Figure 1. Sequential cells grouped by signal name.
Scale: 3 px per um. Other sequential cells in the stronger grey, the rest of the logic in the fainter grey.
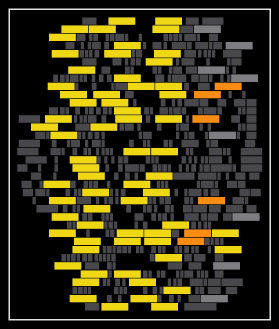
Figure 2. Selected gate families.
Scale: 4 px per um.
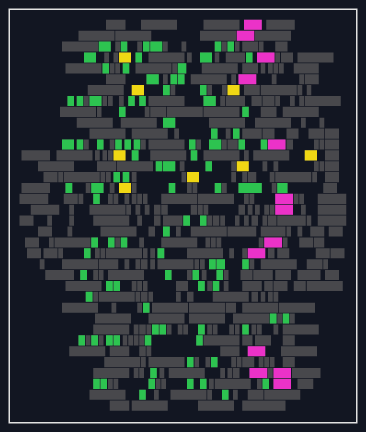
Figure 3. Wires at chosen ports, followed through buffers.
Scale: 4 px per um.
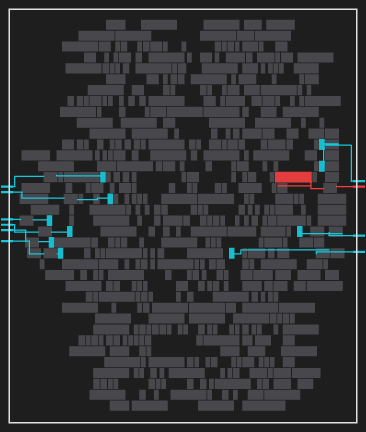
[config.mk]
export PLATFORM = sky130hd
export DESIGN_NAME = tagged_flux_fifo
export DESIGN_NICKNAME = d
export VERILOG_FILES = /design/src/rtl/tagged_flux_fifo.sv
export SDC_FILE = /design/constraint.sdc
export NUM_CORES = 1
export LEC_CHECK = 0
export ABC_AREA = 1
export CORE_ASPECT_RATIO = 1.2
export CORE_MARGIN = 2
export CORE_UTILIZATION = 50
export DETAILED_ROUTE_END_ITERATION = 8
export PLACE_DENSITY = 0.7
export SYNTH_ARGS = -nofsm -noshare
export SYNTH_HDL_FRONTEND = slang
export SYNTH_SLANG_ARGS = --single-unit
[constraint.sdc]
create_clock -name clk -period 2.9 [get_ports clk]
set_input_delay 0.29 -clock clk [delete_from_list [all_inputs] [get_ports clk]]
set_output_delay 0.29 -clock clk [all_outputs]
set_load 0.05 [all_outputs]
[src/rtl/tagged_flux_fifo.sv]
// tagged_flux_fifo: one independent circular queue per flux (tagged data
// stream). Writes are steered by the tag field of din into queue[tag].
// Reads use a one-hot strobe and see the selected head word show-ahead on
// dout, re-tagged with its flux index. Sticky flags record overflow and
// underflow attempts until reset.
module tagged_flux_fifo #(
    parameter int FLUX       = 2,
    parameter int DATA_WIDTH = 8,
    parameter int DEPTH      = 4,
    parameter int TAG_WIDTH  = $clog2(FLUX),
    parameter int WIDTH      = DATA_WIDTH + TAG_WIDTH
) (
    input  logic             clk,
    input  logic             rst,
    input  logic             write,
    input  logic [WIDTH-1:0] din,
    output logic [FLUX-1:0]  full,
    input  logic [FLUX-1:0]  read,
    output logic [WIDTH-1:0] dout,
    output logic [FLUX-1:0]  empty,
    output logic             err_ovf,
    output logic             err_udf
);

    // Address bits select a slot; the extra top bit is the wrap flag that
    // tells a full queue apart from an empty one when the addresses match.
    localparam int ADDR_W = $clog2(DEPTH);
    localparam int PTR_W  = ADDR_W + 1;
    localparam logic [TAG_WIDTH:0] FLUX_L = (TAG_WIDTH + 1)'(FLUX);
    localparam logic [FLUX-1:0]    ONE_L  = FLUX'(1);

    logic [PTR_W-1:0]      wptr_q [FLUX];
    logic [PTR_W-1:0]      wptr_d [FLUX];
    logic [PTR_W-1:0]      rptr_q [FLUX];
    logic [PTR_W-1:0]      rptr_d [FLUX];
    logic [DATA_WIDTH-1:0] mem_q  [FLUX][DEPTH];
    logic [DATA_WIDTH-1:0] mem_d  [FLUX][DEPTH];
    logic                  err_ovf_q;
    logic                  err_ovf_d;
    logic                  err_udf_q;
    logic                  err_udf_d;

    logic [TAG_WIDTH-1:0]  wr_tag;
    logic [DATA_WIDTH-1:0] wr_data;
    logic                  tag_ok;
    logic [FLUX-1:0]       wr_en;
    logic                  rd_any;
    logic                  rd_onehot;
    logic [FLUX-1:0]       rd_en;
    logic [TAG_WIDTH-1:0]  sel;
    logic                  sel_empty;
    logic [DATA_WIDTH-1:0] sel_head;

    assign wr_tag  = din[WIDTH-1:DATA_WIDTH];
    assign wr_data = din[DATA_WIDTH-1:0];
    assign tag_ok  = {1'b0, wr_tag} < FLUX_L;

    assign rd_any    = |read;
    assign rd_onehot = rd_any && ((read & (read - ONE_L)) == '0);

    assign err_ovf = err_ovf_q;
    assign err_udf = err_udf_q;

    // Status flags come from registered pointers only, so write/read never
    // reach full/empty combinationally.
    always_comb begin
        full  = '0;
        empty = '0;
        for (int i = 0; i < FLUX; i++) begin
            empty[i] = (wptr_q[i] == rptr_q[i]);
            full[i]  = (wptr_q[i][ADDR_W-1:0] == rptr_q[i][ADDR_W-1:0]) &&
                       (wptr_q[i][PTR_W-1] != rptr_q[i][PTR_W-1]);
        end
    end

    // Per-flux push/pop enables: a push needs a legal tag and room, a pop
    // needs a one-hot strobe and a non-empty queue.
    always_comb begin
        wr_en = '0;
        rd_en = '0;
        for (int i = 0; i < FLUX; i++) begin
            wr_en[i] = write && tag_ok && (wr_tag == TAG_WIDTH'(i)) && !full[i];
            rd_en[i] = rd_onehot && read[i] && !empty[i];
        end
    end

    // Next-state: store and advance pointers per flux; any strobe that did
    // not result in a transfer latches the matching sticky error.
    always_comb begin
        mem_d  = mem_q;
        wptr_d = wptr_q;
        rptr_d = rptr_q;
        for (int i = 0; i < FLUX; i++) begin
            if (wr_en[i]) begin
                mem_d[i][wptr_q[i][ADDR_W-1:0]] = wr_data;
                wptr_d[i] = wptr_q[i] + PTR_W'(1);
            end
            if (rd_en[i]) begin
                rptr_d[i] = rptr_q[i] + PTR_W'(1);
            end
        end
        err_ovf_d = err_ovf_q | (write & ~(|wr_en));
        err_udf_d = err_udf_q | (rd_any & ~(|rd_en));
    end

    // Show-ahead output: a one-hot strobe picks its own flux, otherwise the
    // lowest non-empty flux is presented; an empty selection shows zero.
    always_comb begin
        sel       = '0;
        sel_empty = 1'b1;
        sel_head  = '0;
        if (rd_onehot) begin
            for (int i = 0; i < FLUX; i++) begin
                if (read[i]) begin
                    sel = TAG_WIDTH'(i);
                end
            end
        end else begin
            for (int i = FLUX - 1; i >= 0; i--) begin
                if (!empty[i]) begin
                    sel = TAG_WIDTH'(i);
                end
            end
        end
        for (int i = 0; i < FLUX; i++) begin
            if (sel == TAG_WIDTH'(i)) begin
                sel_empty = empty[i];
                sel_head  = mem_q[i][rptr_q[i][ADDR_W-1:0]];
            end
        end
        dout = sel_empty ? '0 : {sel, sel_head};
    end

    // State registers; reset clears pointers, storage and error flags.
    always_ff @(posedge clk or posedge rst) begin
        if (rst) begin
            for (int i = 0; i < FLUX; i++) begin
                wptr_q[i] <= '0;
                rptr_q[i] <= '0;
                for (int j = 0; j < DEPTH; j++) begin
                    mem_q[i][j] <= '0;
                end
            end
            err_ovf_q <= 1'b0;
            err_udf_q <= 1'b0;
        end else begin
            wptr_q    <= wptr_d;
            rptr_q    <= rptr_d;
            mem_q     <= mem_d;
            err_ovf_q <= err_ovf_d;
            err_udf_q <= err_udf_d;
        end
    end

endmodule

==> results.toml <==
# flow metrics
[pwr]
pg_clk_mw = 0.888
maxPowerGroup = "combinational logic"
switchingPower_mw = 2.628
power_frac_comb_pct = 52.0
p_seq_share_pct = 33.0
swShare_pct = 44.22
p_per_area_nw_per_um2 = 1273

[finish]
dominant_cells = "registers"
flop_area_sq_um = 1952
buf_share_pct = 8.579
comb_area_share_pct = 38.85
final_area_sq_um = 4667
logic_area_sq_um = 1813
regMostFlops = "mem_q"
clkCellAreaFrac_pct = 4.718
largest_reg_flops = 64

[synth]
synth-compound-area-share_pct = 15.11
synth_flops = 78
synth_area_leader_cell = "dfrtp_1"
synthesis.area_sq_um = 4083
ys_sh_simple_pct = 23.20
ys_warn_count = 0
ys_cells = 458
yosysUniqueCellTypes = 28
edf_count = 0
most_common_cell = "nand2_1"
syn_inst = 458
ys_seq_share_pct = 47.81
adder_share_pct = 3.984
synthXorXnorAreaFrac_pct = 2.115

[setup_path]
ff2ff_setup_slack_ns = 1.14
crit_start = "rptr_q[1]"
crit_path_max_incr_delay_ns = 0.79
critPathLaunchType = "register"
cp-endpoint = "empty[1]"
r2r-start = "rptr_q[3]"
end_kind = "output pin"
critical_path.max_fanout = 11
critPathKind = "register to output pin"
slowest_stage = "clkdlybuf4s50_1"
path_cells = "inv_8 -> nand2_1 -> nand2_1 -> nand3_4 -> inv_1 -> clkdlybuf4s50_1"
rr_endpoint = "mem_q[44]"
crit_buf_inv = 3

[global_routing]
antenna_found_initial = 0
grt_pass1_vias = 2978
grt_max_degree = 79
grtUsageTotal_pct = 20.95
grt_util_met2_pct = 33.61
met1_usage_pct = 27.32

[routing]
vias = 3104
wl_met1_um = 3971
drc = 0
drtPass1Iterations = 4
routed-wl-met3_um = 366
avgRoutedWirePerCell_um = 14.89

[timing]
setup_tns_ns = 0
timing.fmax_ghz = 0.3761
slew-limit-headroom_pct = 60.82
finalClockPeriodUsage_pct = 91.69
setup_slack_ns = 0.2411

[clock_tree]
ctsHoldBuffers = 0
cts_tree = "built"
clkSinkCount = 78
htreeDepth = 3
postCtsSetupRepairBufs = 0

[die]
rows = 36

[placed_design]
dp_hpwl_um = 5904
placedInstanceArea_sq_um = 4447
gp_congestion = 0.8813

[run_status]
status = "finished clean"
Notes on Figure 1 above:
legend:
  mem_q:
    colour: yellow
    sequential_cells: 64
  rptr_q:
    colour: orange
    sequential_cells: 6
Power Sequential: 1.96 mW
Seq/total area: 41.82%
Core Util, Final: 58.21%

Notes on Figure 2 above:
legend:
  adder and majority cells:
    colour: magenta
    cells: 13
  AND-OR and OR-AND gates:
    colour: yellow
    cells: 8
  inverting AOI/OAI gates:
    colour: green
    cells: 97
non-filler cells, final: 585
most numerous logic cell after layout: nand2_1

Notes on Figure 3 above:
legend:
  din:
    colour: cyan
    bits: 9
    direction: input
    end_cells: 10
    buffers: 9
    wire: 164 um
  err_udf:
    colour: red
    bits: 1
    direction: output
    end_cells: 1
    buffers: 1
    wire: 18.1 um
# port buffers: 28
# IOs: 29

==> cell usage in the layout, fill, tap and decap left out, drive strengths merged <==
cell type      Yosys  routed
o21ai             77      77
dfrtp             78      78
clkinvlp           0       1
o22ai              2       2
xor2               7       7
clkbuf             0      14
nand3             21      21
inv               34      34
a22o               7       7
clkdlybuf4s50      0      19
a31o               1       1
buf               16      13
bufinv             0       1
ha                13      13
a21oi             17      17
nand2            153     153
o21bai             1       1
nor2              29      29
xnor2              2       2
==> worst register-to-register path, stage by stage, from the launching register on <==
cell	delay, ns
dfrtp_1	0.65
inv_6	0.15
nand2_1	0.09
nand2_1	0.08
nand3_2	0.12
nand2_4	0.09
inv_6	0.13
nand2_4	0.15
nand2_1	0.10
o21ai_0	0.08
Power and IR drop assume default switching activity.
